`config.mk`:
```
export PLATFORM = sky130hd
export DESIGN_NAME = l2_burst_responder
export DESIGN_NICKNAME = d
export VERILOG_FILES = /design/src/rtl/l2_burst_pkg.sv /design/src/rtl/l2_beat_buffer.sv /design/src/rtl/l2_burst_responder.sv
export SDC_FILE = /design/constraint.sdc
export NUM_CORES = 1
export LEC_CHECK = 0
export ABC_AREA = 1
export ABC_CLOCK_PERIOD_IN_PS = 2400
export CAP_MARGIN = 0
export CORE_MARGIN = 1
export CORE_UTILIZATION = 35
export CTS_CLUSTER_DIAMETER = 100
export DETAILED_ROUTE_END_ITERATION = 6
export HOLD_SLACK_MARGIN = 0.03
export PLACE_DENSITY = 0.64
export SLEW_MARGIN = 5
export SYNTH_ARGS = -nofsm -noshare
export SYNTH_HDL_FRONTEND = slang
export SYNTH_SLANG_ARGS = --single-unit
```
`constraint.sdc`:
```
create_clock -name clk -period 2.4 [get_ports clk]
set_clock_uncertainty 0.1 [all_clocks]
set_input_delay 0.24 -clock clk [delete_from_list [all_inputs] [get_ports clk]]
set_output_delay 0.24 -clock clk [all_outputs]
set_load 0.01 [all_outputs]
```
`src/rtl/l2_burst_pkg.sv`:
```
// Shared types and default geometry for the L2 burst responder.
// The top derives its own widths from its parameters; these are the defaults.
package l2_burst_pkg;

    localparam int LINE_W      = 256;
    localparam int BEAT_W      = 64;
    localparam int ADDR_W      = 32;
    localparam int BEATS       = LINE_W / BEAT_W;
    localparam int BEAT_BYTES  = BEAT_W / 8;
    localparam int OFFSET_BITS = $clog2(LINE_W / 8);

    typedef logic [LINE_W-1:0] line_t;
    typedef logic [BEAT_W-1:0] beat_t;

    typedef enum logic [1:0] {
        IDLE     = 2'd0,
        RD_BURST = 2'd1,
        WR_BURST = 2'd2,
        RESPOND  = 2'd3
    } state_e;

endpackage

```
`src/rtl/l2_beat_buffer.sv`:
```
// One line of storage split into beat slots: loaded whole with write data,
// or filled slot-by-slot from returning read beats.
module l2_beat_buffer
    import l2_burst_pkg::*;
#(
    parameter int LINE_WIDTH = LINE_W,
    parameter int BEAT_WIDTH = BEAT_W,
    parameter int NBEATS     = LINE_WIDTH / BEAT_WIDTH,
    parameter int IDX_W      = (NBEATS > 1) ? $clog2(NBEATS) : 1
) (
    input  logic                                  clk,
    input  logic                                  rst_n,
    input  logic                                  i_load,
    input  logic [LINE_WIDTH-1:0]                 i_wdata,
    input  logic                                  i_we,
    input  logic [IDX_W-1:0]                      i_idx,
    input  logic [BEAT_WIDTH-1:0]                 i_beat,
    output logic [NBEATS-1:0][BEAT_WIDTH-1:0]     o_slots,
    output logic [NBEATS-1:0][BEAT_WIDTH-1:0]     o_slots_nxt
);

    for (genvar g = 0; g < NBEATS; g++) begin : g_slot
        logic                  w_hit;
        logic [BEAT_WIDTH-1:0] r_slot;

        assign w_hit          = i_we && (i_idx == IDX_W'(g));
        assign o_slots_nxt[g] = i_load ? i_wdata[g*BEAT_WIDTH +: BEAT_WIDTH]
                              : (w_hit ? i_beat : r_slot);
        assign o_slots[g]     = r_slot;

        always_ff @(posedge clk or negedge rst_n) begin
            if (!rst_n) r_slot <= '0;
            else        r_slot <= o_slots_nxt[g];
        end
    end

endmodule

```
`src/rtl/l2_burst_responder.sv`:
```
// Turns one 256-bit line read/write into a fixed-length 64-bit beat burst on
// physical memory, then signals completion with a single-cycle mem_resp.
module l2_burst_responder
    import l2_burst_pkg::*;
#(
    parameter int LINE_WIDTH = LINE_W,
    parameter int BEAT_WIDTH = BEAT_W,
    parameter int ADDR_WIDTH = ADDR_W
) (
    input  logic                  clk,
    input  logic                  rst_n,
    input  logic                  mem_read,
    input  logic                  mem_write,
    input  logic [ADDR_WIDTH-1:0] mem_address,
    input  logic [LINE_WIDTH-1:0] mem_wdata,
    output logic [LINE_WIDTH-1:0] mem_rdata,
    output logic                  mem_resp,
    output logic                  pmem_read,
    output logic                  pmem_write,
    output logic [ADDR_WIDTH-1:0] pmem_address,
    output logic [BEAT_WIDTH-1:0] pmem_wdata,
    input  logic [BEAT_WIDTH-1:0] pmem_rdata,
    input  logic                  pmem_resp
);

    localparam int NBEATS  = LINE_WIDTH / BEAT_WIDTH;
    localparam int CNT_W   = (NBEATS > 1) ? $clog2(NBEATS) : 1;
    localparam int BEAT_SH = $clog2(BEAT_WIDTH / 8);
    localparam int OFF_W   = $clog2(LINE_WIDTH / 8);
    localparam logic [CNT_W-1:0] LAST = CNT_W'(NBEATS - 1);

    state_e                           r_state;
    state_e                           w_state_nxt;
    logic [CNT_W-1:0]                 r_cnt;
    logic                             r_abort;
    logic [ADDR_WIDTH-1:0]            r_base;
    logic [LINE_WIDTH-1:0]            r_rdata;

    logic                             w_rd;
    logic                             w_wr;
    logic                             w_burst;
    logic                             w_start;
    logic                             w_beat_done;
    logic                             w_last;
    logic                             w_abort_nxt;
    logic [ADDR_WIDTH-1:0]            w_base_in;
    logic                             w_unused_off;
    logic [NBEATS-1:0][BEAT_WIDTH-1:0] w_slots;
    logic [NBEATS-1:0][BEAT_WIDTH-1:0] w_slots_nxt;

    assign w_rd        = (r_state == RD_BURST);
    assign w_wr        = (r_state == WR_BURST);
    assign w_burst     = w_rd || w_wr;
    assign w_start     = (r_state == IDLE) && (mem_read || mem_write);
    assign w_beat_done = w_burst && pmem_resp;
    assign w_last      = w_beat_done && (r_cnt == LAST);
    // A dropped request only suppresses the response; the burst still runs out.
    assign w_abort_nxt = r_abort || (w_rd && !mem_read) || (w_wr && !mem_write);
    assign w_base_in   = {mem_address[ADDR_WIDTH-1:OFF_W], {OFF_W{1'b0}}};
    assign w_unused_off = ^mem_address[OFF_W-1:0];

    always_comb begin
        w_state_nxt = r_state;
        case (r_state)
            IDLE: begin
                if (mem_write)     w_state_nxt = WR_BURST;
                else if (mem_read) w_state_nxt = RD_BURST;
            end
            RD_BURST, WR_BURST: begin
                if (w_last) w_state_nxt = RESPOND;
            end
            RESPOND: w_state_nxt = IDLE;
            default: w_state_nxt = IDLE;
        endcase
    end

    always_ff @(posedge clk or negedge rst_n) begin
        if (!rst_n) begin
            r_state <= IDLE;
            r_cnt   <= '0;
            r_abort <= 1'b0;
            r_base  <= '0;
            r_rdata <= '0;
        end else begin
            r_state <= w_state_nxt;
            if (w_start) begin
                r_base  <= w_base_in;
                r_cnt   <= '0;
                r_abort <= 1'b0;
            end else begin
                if (w_beat_done) r_cnt   <= r_cnt + CNT_W'(1);
                if (w_burst)     r_abort <= w_abort_nxt;
            end
            // Take the final beat straight from the buffer's next value so the
            // line is visible in the same cycle as mem_resp.
            if (w_last && w_rd && !w_abort_nxt) r_rdata <= w_slots_nxt;
        end
    end

    l2_beat_buffer #(
        .LINE_WIDTH (LINE_WIDTH),
        .BEAT_WIDTH (BEAT_WIDTH),
        .NBEATS     (NBEATS),
        .IDX_W      (CNT_W)
    ) u_buf (
        .clk         (clk),
        .rst_n       (rst_n),
        .i_load      (w_start),
        .i_wdata     (mem_wdata),
        .i_we        (w_rd && pmem_resp),
        .i_idx       (r_cnt),
        .i_beat      (pmem_rdata),
        .o_slots     (w_slots),
        .o_slots_nxt (w_slots_nxt)
    );

    assign pmem_read    = w_rd;
    assign pmem_write   = w_wr;
    assign pmem_address = w_burst ? (r_base + (ADDR_WIDTH'(r_cnt) << BEAT_SH)) : '0;
    assign pmem_wdata   = w_wr ? w_slots[r_cnt] : '0;
    assign mem_resp     = (r_state == RESPOND) && !r_abort;
    assign mem_rdata    = r_rdata;

endmodule
```
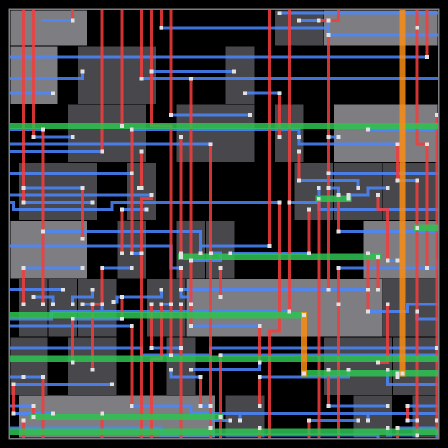
run_1/zoom.png
Window x 202 to 222, y 202 to 222 um. Cells in gray, sequential cells in the stronger gray; small squares are vias.
layer	color
met4	orange
met3	green
met1	blue
met2	red
netlist names of flops here include	u_buf.g_slot.r_slot (3), mem_rdata (1)
sequential cells in the window	4
most frequent	nand2_1 (7), clkdlybuf4s50_1 (4), dfrtp_1 (4)
cells with their middle in the window	30

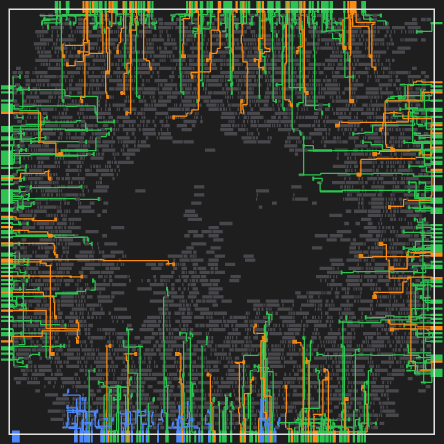
run_1/port_nets.png
Drawn at 1.5 px/um.
port	color	bits	direction	edge	end cells	wire
pmem_wdata	orange	64	output	26 top, 15 bottom, 12 right, 11 left	64	3580 um
mem_wdata	green	256	input	74 top, 63 left, 60 right, 59 bottom	256	7910 um
mem_address	blue	32	input	bottom	27	620 um
Top Ports: 712
number of buffers added on ports: 703

==> qor.yml, run 1 <==
floorplan:
  taps: 1040
  core_um2: 77590
power:
  comb_power_share: 0.496
  switchingPower_uw: 19390
  power-top-group: "combinational logic"
  ir_drop_uv: 726.3
  p_leak_uw: 0.02023
  powerSeq_uw: 14500
  powerClk_uw: 9820
run_status:
  violations: "design-rule violations, negative setup slack"
  outcome: "finished with violations"
logic_synthesis:
  syn_area_per_cell_um2: 7.398
  synthArstFlopShare: 1.000
  yosys_warnings: 0
  synth.mux.area_fraction: 0
  synth.distinct_cells: 21
  edf_count: 0
  ys_chip_area_um2: 27520
  ys_sh_adder: 0.004092
  top_cell: "nand2_1"
  ys_cells: 3720
critical_path:
  path_depth: 8
  cp.required_ns: 2.06
  r2r-end: "mem_rdata[157]"
  cp_data_arrival_time_ns: 2.20
  crit_chain: "buf_12, inv_12, buf_12, buf_12, buf_12, o21ai_2, a21oi_1, buf_2"
  cp-start-kind: "register"
  cp-startpoint: "r_cnt[0]"
  r2r-start: "r_cnt[0]"
  reg2reg_depth: 13
  crit_path_end_kind: "output port"
place:
  placed_area_um2: 36530
  dp_hpwl_mm: 75.74
layout:
  nNetsFinal: 4883
  buf_share: 0.2569
  dominant-cell-class: "sequential cells"
  seqCellArea_um2: 13620
  signal_buffers: 955
  clock_buffers: 92
  most-common-layout-cells: "1397 x nand2_1, 609 x clkdlybuf4s50_1, 542 x dfrtp_1"
  stdcell_count: 5610
  postLayoutCoreUtil: 0.5299
  fillers: 7252
  mi_logic_area_um2: 12370
detailed_routing:
  drc: 1
  top_layer_used: "met5"
  drt-total-wl_mm: 122.5
  met2_length_mm: 58.39
  drt-met1-wl_mm: 48.61
clock_tree:
  clock_latency_ns: 0.64
  numCtsBuffers: 61
run:
  tool_warnings: 40
  cap_violations: 0
grt:
  grt-ovfl-total: 0
  grt_max_degree: 89
  grt_util_met2: 0.4734
  busiest_layer: "met2"
final_timing:
  slew_headroom: 0.6122
  timing.final.ws_setup_ns: -0.1428
  setup_tns_ns: -4.159
  slew_viol_final: 0
  period_minus_slack_ns: 2.543
  setup_viol: 57
min_path:
  hold_class: "in -> async"
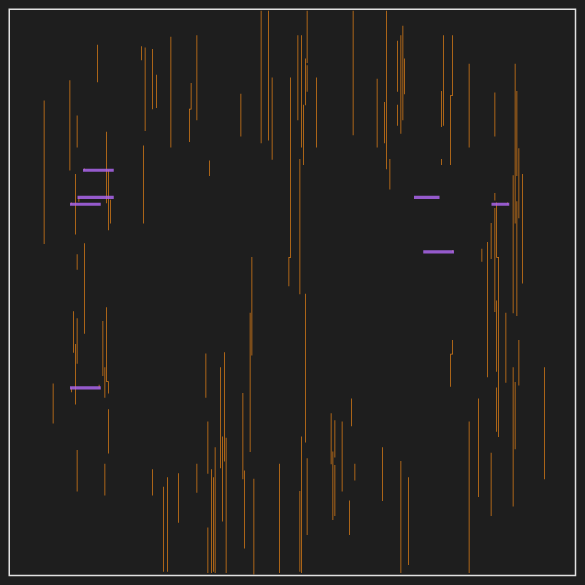
run_1/metal_stack.png
Drawn at 2 px/um. Two of the layers only.
layer	color	wire length
met5	purple	90.2 um
met4	orange	4430 um
GR Util All Layers: 0.2841
vias: 28.70k

-- run 1: timing repair --
action | CTS | global route
endpoints found under the setup margin | 93 | 273
buffers inserted | 43 | 34
endpoints found under the hold margin | 371 | 0
gates resized | 518 | 186
cloned | 19 | 23
pin swaps | 50 | 68
hold buffers | 21 | 0
-- run 1: per-stage QoR --
| step | power [uW] | hold WS (ns) | setup WS (ns) |
|---|---|---|---|
| after detailed placement | 33830 | 0.1135 | 0.06763 |
| after global routing | 50760 | 0.06413 | -0.2359 |
| after CTS | 46220 | 0.03290 | -0.2332 |
| after floorplan | 24930 | -0.1556 | 0.3540 |
| final | 48210 | 0.03397 | -0.1428 |
| after global placement | 33610 | 0.1133 | 0.08849 |
run_1/final_clocks.png
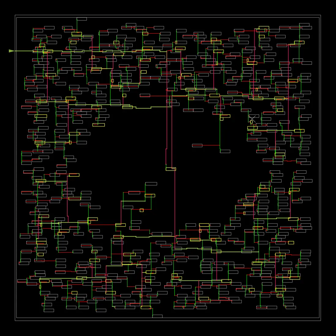

==> run 2: changes to the inputs <==
ABC_CLOCK_PERIOD_IN_PS = 2600   (was 2400)
clock period = 2.6 ns   (was 2.4 ns; I/O delays follow)
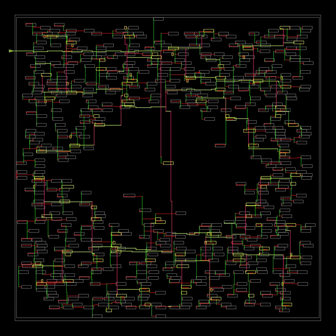
run_2/final_clocks.png
Latency at later pin: 0.64 ns
Flops: 544

==> qor.yml, run 2 <==
floorplan:
  core_um2: 77590
  taps: 1040
  io-pin-count: 712
layout:
  clock_buffers: 96
  seqCellArea_um2: 13620
  fillers: 7545
  most-common-layout-cells: "1397 x nand2_1, 615 x clkdlybuf4s50_1, 542 x dfrtp_1"
  nNetsFinal: 4787
final_timing:
  hold-worst-slack_ns: 0.06561
  setup_tns_ns: 0
  slew_viol_final: 0
  slew_headroom: 0.5263
run_status:
  outcome: "completed"
power:
  p_leak_uw: 0.01945
  comb_power_share: 0.474
  switchingPower_uw: 16670
critical_path:
  reg2reg_depth: 11
  path_depth: 9
  crit_path_end_kind: "output port"
  crit_chain: "buf_12, inv_12, buf_12, buf_12, buf_16, buf_6, o21ai_2, a21oi_1, buf_2"
  cp-startpoint: "r_cnt[0]"
  r2r-start: "r_cnt[0]"
detailed_routing:
  top_layer_used: "met5"
  drt-total-wl_mm: 115.3
  met2_length_mm: 55.02
  drt-met1-wl_mm: 45.60
  num_vias: 27760
logic_synthesis:
  synth.distinct_cells: 21
  ys_chip_area_um2: 27520
  syn_area_per_cell_um2: 7.398
  top_cell: "nand2_1"
place:
  numPortBuffers: 703
grt:
  grt_max_degree: 69
  grt-ovfl-total: 0
  track_usage: 0.2840
clock_tree:
  numCtsBuffers: 60
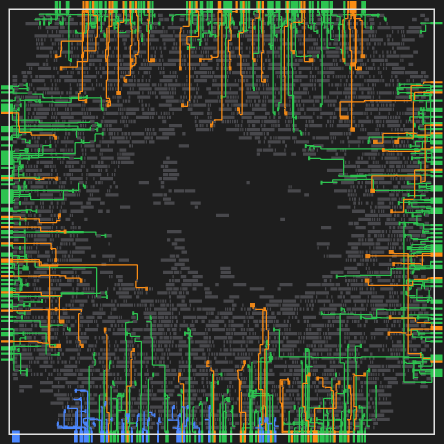
run_2/port_nets.png
Drawn at 1.5 px/um.
port	color	bits	direction	edge	end cells	wire
mem_address	blue	32	input	bottom	27	486 um
pmem_wdata	orange	64	output	26 top, 15 bottom, 12 right, 11 left	64	3550 um
mem_wdata	green	256	input	74 top, 63 left, 60 right, 59 bottom	256	7520 um

[run 2: cell counts after synthesis]
Identical to the previous run, type by type.
[run 2: repair_timing]
item | CTS | global route
pin swaps | 25 | 27
setup endpoints to repair | 93 | 192
endpoints found under the hold margin | 458 | 0
setup buffers | 32 | 10
resized | 364 | 96
hold buffers | 1 | 0
cloned | 18 | 2
[run 2: metrics by stage]
step	total power [uW]	instances	cell area (um2)
3_3_place_gp	30740	5344	36210
2_1_floorplan	23010	3722	27530
3_5_place_dp	30950	5344	36210
4_1_cts	41690	5500	39020
6_report	41960	5510	39170
5_1_grt	44550	5509	39170
No activity file was given, so power comes from the tool's default toggle rates.
